<file path="config.mk">
export PLATFORM = sky130hd
export DESIGN_NAME = plab4_net_router_ring_param
export DESIGN_NICKNAME = d
export VERILOG_FILES = /design/src/rtl/plab4_net_router_ring_param_pkg.sv /design/src/rtl/plab4_net_router_ring_param_queue.sv /design/src/rtl/plab4_net_router_rr_out_ctrl.sv /design/src/rtl/plab4_net_router_ring_param.sv
export SDC_FILE = /design/constraint.sdc
export NUM_CORES = 1
export LEC_CHECK = 0
export CORE_ASPECT_RATIO = 1.75
export CORE_MARGIN = 1
export CORE_UTILIZATION = 42
export CTS_CLUSTER_DIAMETER = 60
export CTS_CLUSTER_SIZE = 14
export DETAILED_ROUTE_END_ITERATION = 8
export GPL_TIMING_DRIVEN = 0
export PLACE_DENSITY_LB_ADDON = 0.15
export SLEW_MARGIN = 0
export SYNTH_ARGS = -nofsm -noshare
export SYNTH_HDL_FRONTEND = slang
export SYNTH_HIERARCHICAL = 1
export SYNTH_SLANG_ARGS = --single-unit
</file>
<file path="constraint.sdc">
create_clock -name clk -period 5.95 [get_ports clk]
set_clock_uncertainty 0.15 [all_clocks]
set_input_delay 1.19 -clock clk [delete_from_list [all_inputs] [get_ports clk]]
set_output_delay 1.19 -clock clk [all_outputs]
set_load 0.05 [all_outputs]
</file>
<file path="src/rtl/plab4_net_router_ring_param_pkg.sv">
`default_nettype none
// +----------------------------------------------------------------------+
// | Module  : plab4_net_router_ring_param_pkg                             |
// | Desc    : Shared constants and helpers for the parametrised ring      |
// |           router: port indices and ring modular distance.             |
// | Rev     : 1.0  initial release                                        |
// +----------------------------------------------------------------------+
package plab4_net_router_ring_param_pkg;

  // Router port indices (input and output sides share numbering)
  localparam logic [1:0] c_WEST = 2'd0;
  localparam logic [1:0] c_TERM = 2'd1;
  localparam logic [1:0] c_EAST = 2'd2;

  // Eastward hop count from id to dest on a ring of n nodes.
  // dest + n - id never overflows s+1 bits, so this equals the narrow form.
  function automatic int unsigned mod_dist(input int unsigned dest,
                                           input int unsigned id,
                                           input int unsigned n);
    return (dest + n - id) % n;
  endfunction

endpackage
`default_nettype wire

</file>
<file path="src/rtl/plab4_net_router_ring_param_queue.sv">
`default_nettype none
// +----------------------------------------------------------------------+
// | Module  : plab4_net_router_ring_param_queue                           |
// | Desc    : Non-bypass FIFO with parametrised depth and a free-entry    |
// |           count; ready is simply !full and is held low in reset.      |
// | Rev     : 1.0  initial release                                        |
// +----------------------------------------------------------------------+
module plab4_net_router_ring_param_queue #(
  parameter int p_msg_nbits = 41,
  parameter int p_depth     = 4
) (
  input  logic                             clk,
  input  logic                             reset,
  input  logic                             enq_val_i,
  output logic                             enq_rdy_o,
  input  logic [p_msg_nbits-1:0]           enq_msg_i,
  output logic                             deq_val_o,
  input  logic                             deq_rdy_i,
  output logic [p_msg_nbits-1:0]           deq_msg_o,
  output logic [$clog2(p_depth+1)-1:0]     num_free_o
);

  localparam int c_PTR_W = $clog2(p_depth);
  localparam int c_CNT_W = $clog2(p_depth+1);
  localparam logic [c_CNT_W-1:0] c_DEPTH = c_CNT_W'(p_depth);
  localparam logic [c_PTR_W-1:0] c_LAST  = c_PTR_W'(p_depth-1);

  logic [p_msg_nbits-1:0] mem_q [p_depth];
  logic [c_PTR_W-1:0]     head_q, head_d;
  logic [c_PTR_W-1:0]     tail_q, tail_d;
  logic [c_CNT_W-1:0]     cnt_q, cnt_d;
  logic                   w_full, w_enq, w_deq;

  // Pointers wrap explicitly so non-power-of-two depths work
  function automatic logic [c_PTR_W-1:0] bump(input logic [c_PTR_W-1:0] p);
    return (p == c_LAST) ? '0 : p + c_PTR_W'(1);
  endfunction

  assign w_full     = (cnt_q == c_DEPTH);
  assign enq_rdy_o  = reset & ~w_full;
  assign deq_val_o  = (cnt_q != '0);
  assign deq_msg_o  = mem_q[head_q];
  assign num_free_o = c_DEPTH - cnt_q;
  assign w_enq      = enq_val_i & enq_rdy_o;
  assign w_deq      = deq_val_o & deq_rdy_i;

  // Next pointer and occupancy from this cycle's enqueue/dequeue
  always_comb begin
    head_d = head_q;
    tail_d = tail_q;
    cnt_d  = cnt_q;
    if (w_enq) tail_d = bump(tail_q);
    if (w_deq) head_d = bump(head_q);
    case ({w_enq, w_deq})
      2'b10:   cnt_d = cnt_q + c_CNT_W'(1);
      2'b01:   cnt_d = cnt_q - c_CNT_W'(1);
      default: cnt_d = cnt_q;
    endcase
  end

  // Control state; reset empties the queue
  always_ff @(posedge clk) begin
    if (!reset) begin
      head_q <= '0;
      tail_q <= '0;
      cnt_q  <= '0;
    end else begin
      head_q <= head_d;
      tail_q <= tail_d;
      cnt_q  <= cnt_d;
    end
  end

  // Storage write; contents are meaningless while the count says empty
  always_ff @(posedge clk) begin
    if (w_enq) mem_q[tail_q] <= enq_msg_i;
  end

endmodule
`default_nettype wire

</file>
<file path="src/rtl/plab4_net_router_rr_out_ctrl.sv">
`default_nettype none
// +----------------------------------------------------------------------+
// | Module  : plab4_net_router_rr_out_ctrl                                |
// | Desc    : Per-output control: 3-way round-robin arbiter, priority     |
// |           pointer, crossbar select and 16-bit forwarded count.        |
// | Rev     : 1.0  initial release                                        |
// +----------------------------------------------------------------------+
module plab4_net_router_rr_out_ctrl
  import plab4_net_router_ring_param_pkg::*;
(
  input  logic        clk,
  input  logic        reset,
  input  logic [2:0]  req_i,
  input  logic        out_rdy_i,
  output logic        out_val_o,
  output logic [2:0]  grant_o,
  output logic [1:0]  sel_o,
  output logic [15:0] count_o
);

  logic [1:0]  ptr_q, ptr_d;
  logic [15:0] count_q, count_d;
  logic [1:0]  w_o0, w_o1, w_o2;
  logic        w_xfer;

  // Search order starting at the pointer, then grant the first requester
  always_comb begin
    grant_o = 3'b000;
    sel_o   = c_WEST;
    case (ptr_q)
      2'd1:    begin w_o0 = 2'd1; w_o1 = 2'd2; w_o2 = 2'd0; end
      2'd2:    begin w_o0 = 2'd2; w_o1 = 2'd0; w_o2 = 2'd1; end
      default: begin w_o0 = 2'd0; w_o1 = 2'd1; w_o2 = 2'd2; end
    endcase
    if (req_i[w_o0]) begin
      grant_o[w_o0] = 1'b1;
      sel_o         = w_o0;
    end else if (req_i[w_o1]) begin
      grant_o[w_o1] = 1'b1;
      sel_o         = w_o1;
    end else if (req_i[w_o2]) begin
      grant_o[w_o2] = 1'b1;
      sel_o         = w_o2;
    end
  end

  assign out_val_o = |req_i;
  assign w_xfer    = out_val_o & out_rdy_i;
  assign count_o   = count_q;

  // Pointer moves past the winner and the count bumps only on a transfer
  always_comb begin
    ptr_d   = ptr_q;
    count_d = count_q;
    if (w_xfer) begin
      ptr_d   = (sel_o == c_EAST) ? c_WEST : sel_o + 2'd1;
      count_d = count_q + 16'd1;
    end
  end

  // Pointer and counter registers
  always_ff @(posedge clk) begin
    if (!reset) begin
      ptr_q   <= 2'd0;
      count_q <= 16'd0;
    end else begin
      ptr_q   <= ptr_d;
      count_q <= count_d;
    end
  end

endmodule
`default_nettype wire

</file>
<file path="src/rtl/plab4_net_router_ring_param.sv">
`default_nettype none
// +----------------------------------------------------------------------+
// | Module  : plab4_net_router_ring_param                                 |
// | Desc    : 3-port ring router (0=west, 1=terminal, 2=east) with input  |
// |           queues, shortest-path injection, bubble flow control and    |
// |           round-robin output arbitration.                             |
// | Rev     : 1.0  initial release                                        |
// +----------------------------------------------------------------------+
module plab4_net_router_ring_param
  import plab4_net_router_ring_param_pkg::*;
#(
  parameter int p_payload_nbits = 32,
  parameter int p_opaque_nbits  = 3,
  parameter int p_srcdest_nbits = 3,
  parameter int p_router_id     = 0,
  parameter int p_num_routers   = 8,
  parameter int p_queue_depth   = 4,
  parameter int p_bubble        = 2,
  localparam int c_M = p_payload_nbits + p_opaque_nbits + 2*p_srcdest_nbits
) (
  input  logic           clk,
  input  logic           reset,
  input  logic           in0_val_i,
  output logic           in0_rdy_o,
  input  logic [c_M-1:0] in0_msg_i,
  input  logic           in1_val_i,
  output logic           in1_rdy_o,
  input  logic [c_M-1:0] in1_msg_i,
  input  logic           in2_val_i,
  output logic           in2_rdy_o,
  input  logic [c_M-1:0] in2_msg_i,
  output logic           out0_val_o,
  input  logic           out0_rdy_i,
  output logic [c_M-1:0] out0_msg_o,
  output logic [15:0]    out0_count_o,
  output logic           out1_val_o,
  input  logic           out1_rdy_i,
  output logic [c_M-1:0] out1_msg_o,
  output logic [15:0]    out1_count_o,
  output logic           out2_val_o,
  input  logic           out2_rdy_i,
  output logic [c_M-1:0] out2_msg_o,
  output logic [15:0]    out2_count_o
);

  localparam int c_S      = p_srcdest_nbits;
  localparam int c_FREE_W = $clog2(p_queue_depth+1);
  localparam logic [c_S-1:0]      c_ID     = c_S'(p_router_id);
  localparam logic [c_FREE_W-1:0] c_BUBBLE = c_FREE_W'(p_bubble);
  localparam int unsigned         c_HALF   = p_num_routers / 2;

  logic [2:0]          w_in_val, w_in_rdy, w_out_rdy, w_out_val;
  logic [c_M-1:0]      w_in_msg   [3];
  logic [2:0]          w_head_val, w_deq_rdy, w_allow;
  logic [c_M-1:0]      w_head_msg [3];
  logic [c_FREE_W-1:0] w_free     [3];
  logic [1:0]          w_route    [3];
  logic [2:0]          w_req      [3];
  logic [2:0]          w_grant    [3];
  logic [1:0]          w_sel      [3];
  logic [15:0]         w_count    [3];
  logic [c_M-1:0]      w_out_msg  [3];

  assign w_in_val    = {in2_val_i, in1_val_i, in0_val_i};
  assign w_in_msg[0] = in0_msg_i;
  assign w_in_msg[1] = in1_msg_i;
  assign w_in_msg[2] = in2_msg_i;
  assign {in2_rdy_o, in1_rdy_o, in0_rdy_o} = w_in_rdy;
  assign w_out_rdy   = {out2_rdy_i, out1_rdy_i, out0_rdy_i};
  assign {out2_val_o, out1_val_o, out0_val_o} = w_out_val;
  assign out0_msg_o  = w_out_msg[0];
  assign out1_msg_o  = w_out_msg[1];
  assign out2_msg_o  = w_out_msg[2];
  assign out0_count_o = w_count[0];
  assign out1_count_o = w_count[1];
  assign out2_count_o = w_count[2];

  // A head requests one output, so at most one grant term is live
  assign w_deq_rdy = (w_grant[0] & {3{w_out_rdy[0]}})
                   | (w_grant[1] & {3{w_out_rdy[1]}})
                   | (w_grant[2] & {3{w_out_rdy[2]}});

  generate
    for (genvar gi = 0; gi < 3; gi++) begin : g_in
      plab4_net_router_ring_param_queue #(
        .p_msg_nbits (c_M),
        .p_depth     (p_queue_depth)
      ) u_queue (
        .clk        (clk),
        .reset      (reset),
        .enq_val_i  (w_in_val[gi]),
        .enq_rdy_o  (w_in_rdy[gi]),
        .enq_msg_i  (w_in_msg[gi]),
        .deq_val_o  (w_head_val[gi]),
        .deq_rdy_i  (w_deq_rdy[gi]),
        .deq_msg_o  (w_head_msg[gi]),
        .num_free_o (w_free[gi])
      );

      if (gi == 1) begin : g_term
        logic [c_S-1:0] w_dest;
        int unsigned    w_de;
        assign w_dest = w_head_msg[gi][c_M-1 -: c_S];
        // Injection takes the shorter way round; equal distance goes east
        always_comb begin
          w_de = mod_dist(32'(w_dest), p_router_id, p_num_routers);
          if (w_dest == c_ID)      w_route[gi] = c_TERM;
          else if (w_de <= c_HALF) w_route[gi] = c_EAST;
          else                     w_route[gi] = c_WEST;
        end
        // Leave a bubble in the ring queue we would enter so the ring keeps moving
        always_comb begin
          w_allow[gi] = 1'b1;
          if (w_route[gi] == c_EAST)      w_allow[gi] = (w_free[0] >= c_BUBBLE);
          else if (w_route[gi] == c_WEST) w_allow[gi] = (w_free[2] >= c_BUBBLE);
        end
      end else begin : g_ring
        logic [c_S-1:0] w_dest;
        assign w_dest = w_head_msg[gi][c_M-1 -: c_S];
        // Ring traffic continues in its direction of travel unless it has arrived
        always_comb begin
          if (w_dest == c_ID) w_route[gi] = c_TERM;
          else                w_route[gi] = (gi == 0) ? c_EAST : c_WEST;
        end
        assign w_allow[gi] = 1'b1;
      end
    end

    for (genvar go = 0; go < 3; go++) begin : g_out
      for (genvar gr = 0; gr < 3; gr++) begin : g_req
        assign w_req[go][gr] = w_head_val[gr] & w_allow[gr] & (w_route[gr] == 2'(go));
      end

      plab4_net_router_rr_out_ctrl u_ctrl (
        .clk       (clk),
        .reset     (reset),
        .req_i     (w_req[go]),
        .out_rdy_i (w_out_rdy[go]),
        .out_val_o (w_out_val[go]),
        .grant_o   (w_grant[go]),
        .sel_o     (w_sel[go]),
        .count_o   (w_count[go])
      );

      // Crossbar column: forward the selected queue head
      always_comb begin
        case (w_sel[go])
          2'd1:    w_out_msg[go] = w_head_msg[1];
          2'd2:    w_out_msg[go] = w_head_msg[2];
          default: w_out_msg[go] = w_head_msg[0];
        endcase
      end
    end
  endgenerate

endmodule
`default_nettype wire

</file>
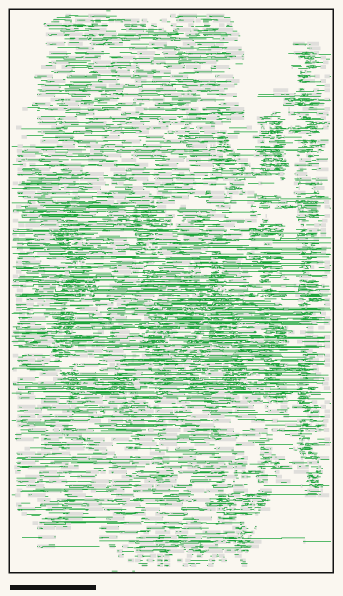
Fig. 1. Signal wires on met1 (run 1).
The bar under the picture is 50 um long. Cells faint in the background.
The layer holds 37% of the routed length. The layer carries 28.9 mm of wire. The wires run mostly horizontal. The longest straight run is 76.8 um. 2056 nets have wire on it.

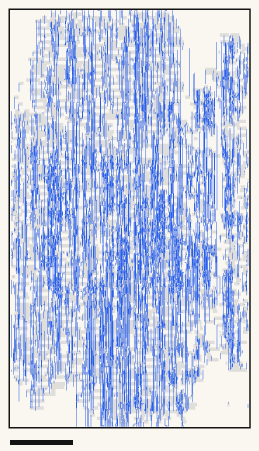
Fig. 2. Met2 routing (run 1).
The bar under the picture is 50 um long. Cells faint in the background.
The layer carries 40.5 mm of wire. The longest straight run is 131 um. The layer holds 51% of the routed length. 2046 nets have wire on it. The wires run mostly vertical.
Global Route met2 Usage: 0.449
routed wire length: 78900 um
vias post-DR: 16833

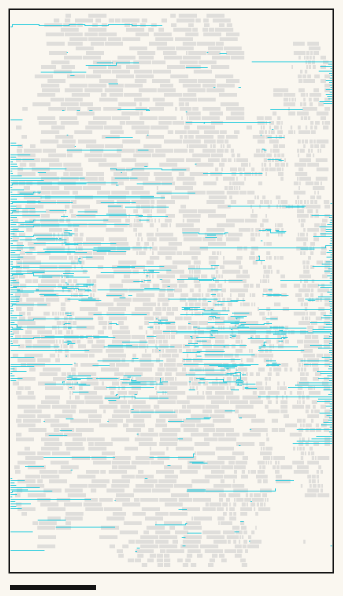
Fig. 3. M3 wires (run 1).
The bar under the picture is 50 um long. Cells faint in the background.
425 nets have wire on it. The layer holds 7.4% of the routed length. The wires run mostly horizontal.

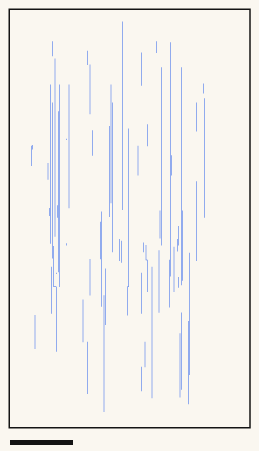
Fig. 4. Metal 4 (run 1).
The bar under the picture is 50 um long.
The wires run mostly vertical. 48 nets have wire on it.

==> job_summary.md, run 1 <==
### Metrics collected by this job

| Metric | Value |
|---|---|
| Status | `completed` |
| Setup TNS | `0 ps` |
| Non-clk bufs | `approximately 430` |
| Unrepaired setup endpoints after global routing | `true` |
| Total power per unit cell area | `about 410 nW/um2` |
| Clock buf count | `about 65` |
| CTS Buffer Depth | `3` |
| DRC violations left | `0` |
| Max stage delay on crit path | `580 ps` |
| Vias/cell | `5.84` |
| Fin cells | `2884` |
| PortBufs | `around 300` |
| Clk cell area share | `0.0439` |
| Number of antenna-violating nets in the routed design | `0` |
| Metal3 WL | `slightly below 6000 um` |
| Die W | `approximately 190 um` |
| WP depth | `13` |
| Largest class | `flip-flops and latches` |
| GRT busiest layer | `met2` |
| Most frequent cells in the layout | `edfxtp_1 (492), clkdlybuf4s50_1 (183), nand2_1 (155), buf_6 (135), mux4_2 (120)` |
| Top sig layer | `met5` |
| Seq pwr share | `0.341` |
| FP Rows | `between 100 and 150` |
| Global Route Usage Sum | `0.254` |
| Fin nets | `roughly 2300` |
| First-pass GRT wire length | `approximately 110000 um` |
| Clock transition at the registers of the reported paths | `roughly 70 ps` |
| Die H | `around 330 um` |
| CP required | `4610 ps` |
| NonClk Buf Share | `0.140` |
| Fraction of layout cells with a size suffix above 1 | `0.282` |
| Initial core utilization | `0.425` |
| Slew Limit Fails | `0` |
| P_int | `approximately 8.1 mW` |
| Cts hold-fix bufs | `0` |
| FF+latch area | `~16000 um2` |
| Reg-to-reg endpoint | `g_in[0].u_queue/cnt_q[2]$_SDFFE_PN0P_` |
| Hold endpoint | `g_out[0].u_ctrl/count_o[15]$_SDFFE_PN0P_` |
| Hold slack final | `339 ps` |
| Clk power | `about 3 mW` |
==> inputs of run 2 (changes only) <==
- CELL_PAD_IN_SITES_DETAIL_PLACEMENT: default -> 1
- CELL_PAD_IN_SITES_GLOBAL_PLACEMENT: default -> 1
==> run 2 against run 1 <==
Fmax hardly changed. Power is 1.6% lower. Register-to-register slack worse by 440 ps. Core utilization is 0.61 points lower. Via count is 1.3% higher. Flip-flop count stayed put. Routed wire length is 5.8% higher. Cell count is 1.1% higher. Non-clock buffer count is 23 higher. Worst setup slack better by 4.2 ps. Largest power group unchanged. First-iteration DRC count is 11% lower. Die size stayed put. Critical endpoint is now out0_msg_o[11].
==> job_summary.md, run 2 <==
### Metrics collected by this job

| Metric | Value |
|---|---|
| Slew Limit Fails | `0` |
| Die H | `~330 um` |
| Setup Buffers After CTS | `28` |
| WP depth | `20` |
| Cts bufs inserted | `between 40 and 50` |
| Initial core utilization | `0.425` |
| Clk power | `roughly 3.1 mW` |
| Cts hold-fix bufs | `0` |
| Vias/cell | `a little under 6` |
| PortBufs | `between 300 and 400` |
| Fraction of layout cells with a size suffix above 1 | `0.263` |
| Largest class | `flip-flops and latches` |
| Clock buf count | `approximately 74` |
| Fin cells | `2917` |
| Non-clk bufs | `between 400 and 500` |
| Reg-to-reg endpoint | `g_out[0].u_ctrl/ptr_q[1]$_SDFFE_PN0P_` |
| Clock transition at the registers of the reported paths | `approximately 70 ps` |
| Metal3 WL | `between 5000 and 6000 um` |
| Hold slack final | `345 ps` |
| HP Start | `g_out[2].u_ctrl/count_o[15]$_SDFFE_PN0P_` |
| NonClk Buf Share | `0.140` |
| Fin nets | `approximately 2300` |
| Clk cell area share | `0.0456` |
| Hold endpoint | `g_out[2].u_ctrl/count_o[15]$_SDFFE_PN0P_` |
| Die W | `roughly 190 um` |
| Top sig layer | `met5` |
| Number of antenna-violating nets in the routed design | `0` |
| Total power per unit cell area | `around 410 nW/um2` |
| Global Route met2 Usage | `0.477` |
| FP Rows | `119` |
| First-pass GRT wire length | `about 120000 um` |
| CP required | `roughly 4600 ps` |
| Setup TNS | `0 ps` |
| Status | `completed` |
| FF+latch area | `16400 um2` |
| P_int | `7.94 mW` |
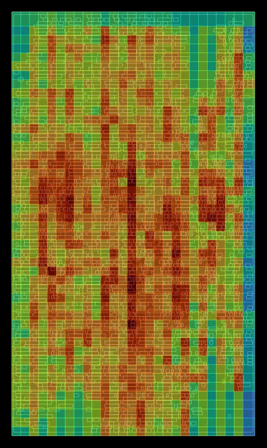
Fig. 5. Routing congestion (run 2).
GRT busiest layer: met2
met3 Resource Use GR: 0.0564
Global Route Usage Sum: 0.272
post-layout util: 0.537

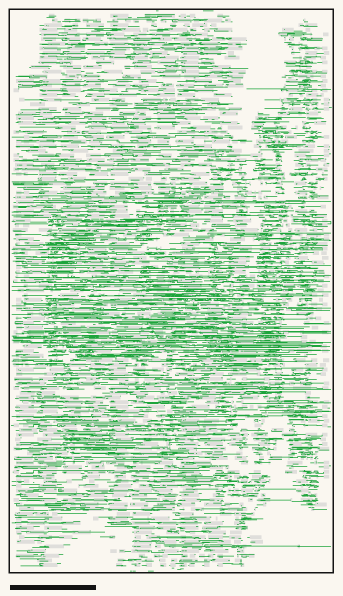
Fig. 6. Signal wires on met1 (run 2).
The bar under the picture is 50 um long. Cells faint in the background.
The wires run mostly horizontal. The layer holds 37% of the routed length. The longest straight run is 71.8 um. The layer carries 30.5 mm of wire.

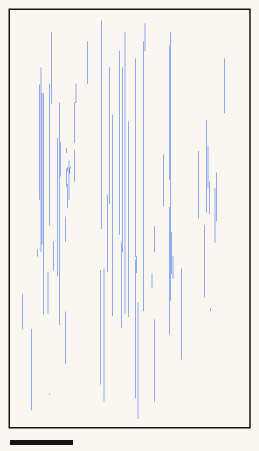
Fig. 7. Metal 4 (run 2).
The bar under the picture is 50 um long.
The longest straight run is 222 um. The wires run mostly vertical. The layer carries 4470 um of wire. The layer holds 5.4% of the routed length.
routed wire length: 83500 um
vias post-DR: 17057

==> inputs of run 3 (changes only) <==
- clock period: 5.95 -> 7.2 ns (I/O delays scaled with it)
==> run 3 against run 2 <==
Register-to-register slack better by 1500 ps. Routed wire length shrank 2.0%. Hold slack is essentially flat. Global-route usage fell by 0.48 points. Power shrank 21%. Die size is the same. Critical endpoint is now out2_msg_o[10]. Largest cell class unchanged. Highest routed layer unchanged.
==> job_summary.md, run 3 <==
### Metrics collected by this job

| Metric | Value |
|---|---|
| Fraction of layout cells with a size suffix above 1 | `0.175` |
| Vias/cell | `5.84` |
| Clk power | `between 2 and 3 mW` |
| Seq_cells | `between 500 and 600` |
| DRC violations left | `0` |
| Setup Buffers After CTS | `0` |
| Unrepaired setup endpoints after global routing | `false` |
| Critical Path, Cell by Cell | `buf_1 > clkbuf_4 > mux4_2 > or2_2 > inv_1 > ha_1 > nand2_1 > nor2_1 > buf_2 > mux2i_1 > nor3_1 > a211o_1 > ha_1 > buf_4 > buf_2 > nand2_1 > o21ai_1 > clkdlybuf4s50_1` |
| Fin cells | `2885` |
| Post-Syn Area | `approximately 26000 um2` |
| Crit-path max FO | `10` |
| Number of antenna-violating nets in the routed design | `0` |
| Status | `completed` |
| CP required | `around 5600 ps` |
| Die H | `around 330 um` |
| Metal3 WL | `between 6000 and 7000 um` |
| Fin nets | `between 2000 and 2500` |
| Avg Inst Size Synth | `roughly 15 um2` |
| FF-to-FF setup slack | `1630 ps` |
| FP Rows | `119` |
| Net Sw Frac | `0.394` |
| Non-clk bufs | `approximately 420` |
| Slew Limit Fails | `0` |
| First-pass GRT wire length | `roughly 120000 um` |
| Initial antenna violation count | `7` |
| Clk cell area share | `0.0471` |
| Post-CTS Resized | `roughly 86` |
| FF+latch area | `between 15000 and 20000 um2` |
| Routed wire length | `~82000 um` |
| Vias post-DR | `16844` |
| Cts bufs inserted | `between 40 and 50` |
| TritonCTS Sinks | `~570` |
| Final Worst Setup Slack | `roughly 200 ps` |
| Cts hold-fix bufs | `0` |
| Hold endpoint | `g_out[2].u_ctrl/count_o[15]$_SDFFE_PN0P_` |
| Post-layout util | `0.520` |
| Clock buf count | `74` |
| Die W | `around 190 um` |
| #MultiIn Comb | `959` |
| Met3 Resource Use GR | `0.0625` |
| WP buf/inv | `7` |
| Worst slack at placement | `between 90 and 100 ps` |
| Largest register FFs | `~490` |
| Min-delay worst type | `reg -> reg` |
| WP depth | `18` |
| PortBufs | `307` |
| Tool warnings | `roughly 53` |
| Metal2 WL | `just over 40000 um` |
| Top cell excl fill/tap | `edfxtp_1` |
| Max stage delay on crit path | `850 ps` |
| Most frequent cells in the layout | `edfxtp_1 (492), clkdlybuf4s50_1 (191), nand2_1 (155), a22oi_1 (123), o21ai_1 (121)` |
| Relative slew slack | `0.486` |
| Initial core utilization | `0.425` |
| Clock transition at the registers of the reported paths | `70 ps` |
| CTS Buffer Depth | `3` |
| Leak | `approximately 11 nW` |
| Hold slack final | `approximately 340 ps` |
| Total power per unit cell area | `between 300 and 400 nW/um2` |
| P_int | `about 6.3 mW` |
| GRT busiest layer | `met2` |
| Setup TNS | `0 ps` |
| HP Start | `g_out[2].u_ctrl/count_o[15]$_SDFFE_PN0P_` |
| Reg-to-reg endpoint | `g_in[0].u_queue/cnt_q[2]$_SDFFE_PN0P_` |
| Largest class | `flip-flops and latches` |
| Seq pwr share | `0.363` |
| NonClk Buf Share | `0.130` |
| Top sig layer | `met5` |
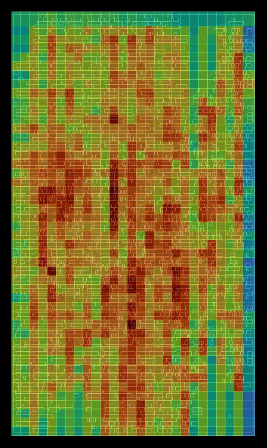
Fig. 8. Routing congestion (run 3).
Global Route Usage Sum: 0.267
post-DR wirelength/cell: 28.4 um
GR Util met1: 0.307
Global Route met2 Usage: 0.464

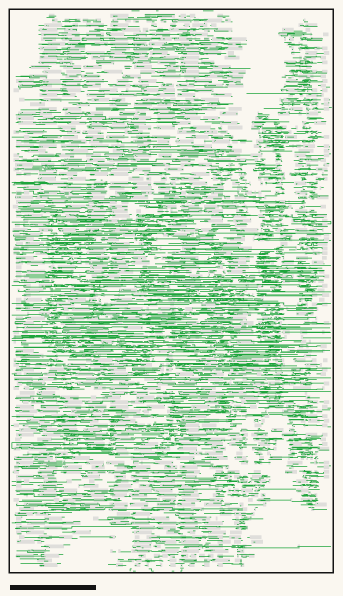
Fig. 9. Signal wires on met1 (run 3).
The bar under the picture is 50 um long. Cells faint in the background.
The layer holds 37% of the routed length. The layer carries 29.9 mm of wire. 2040 nets have wire on it. The longest straight run is 63.0 um. The wires run mostly horizontal.

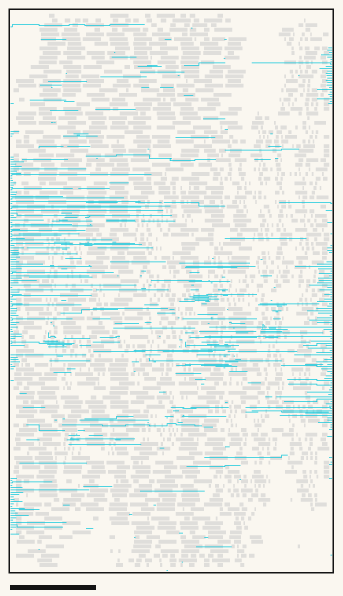
Fig. 10. M3 wires (run 3).
The bar under the picture is 50 um long. Cells faint in the background.
The longest straight run is 93.2 um. 367 nets have wire on it.

No activity file was given, so power comes from the tool's default toggle rates.
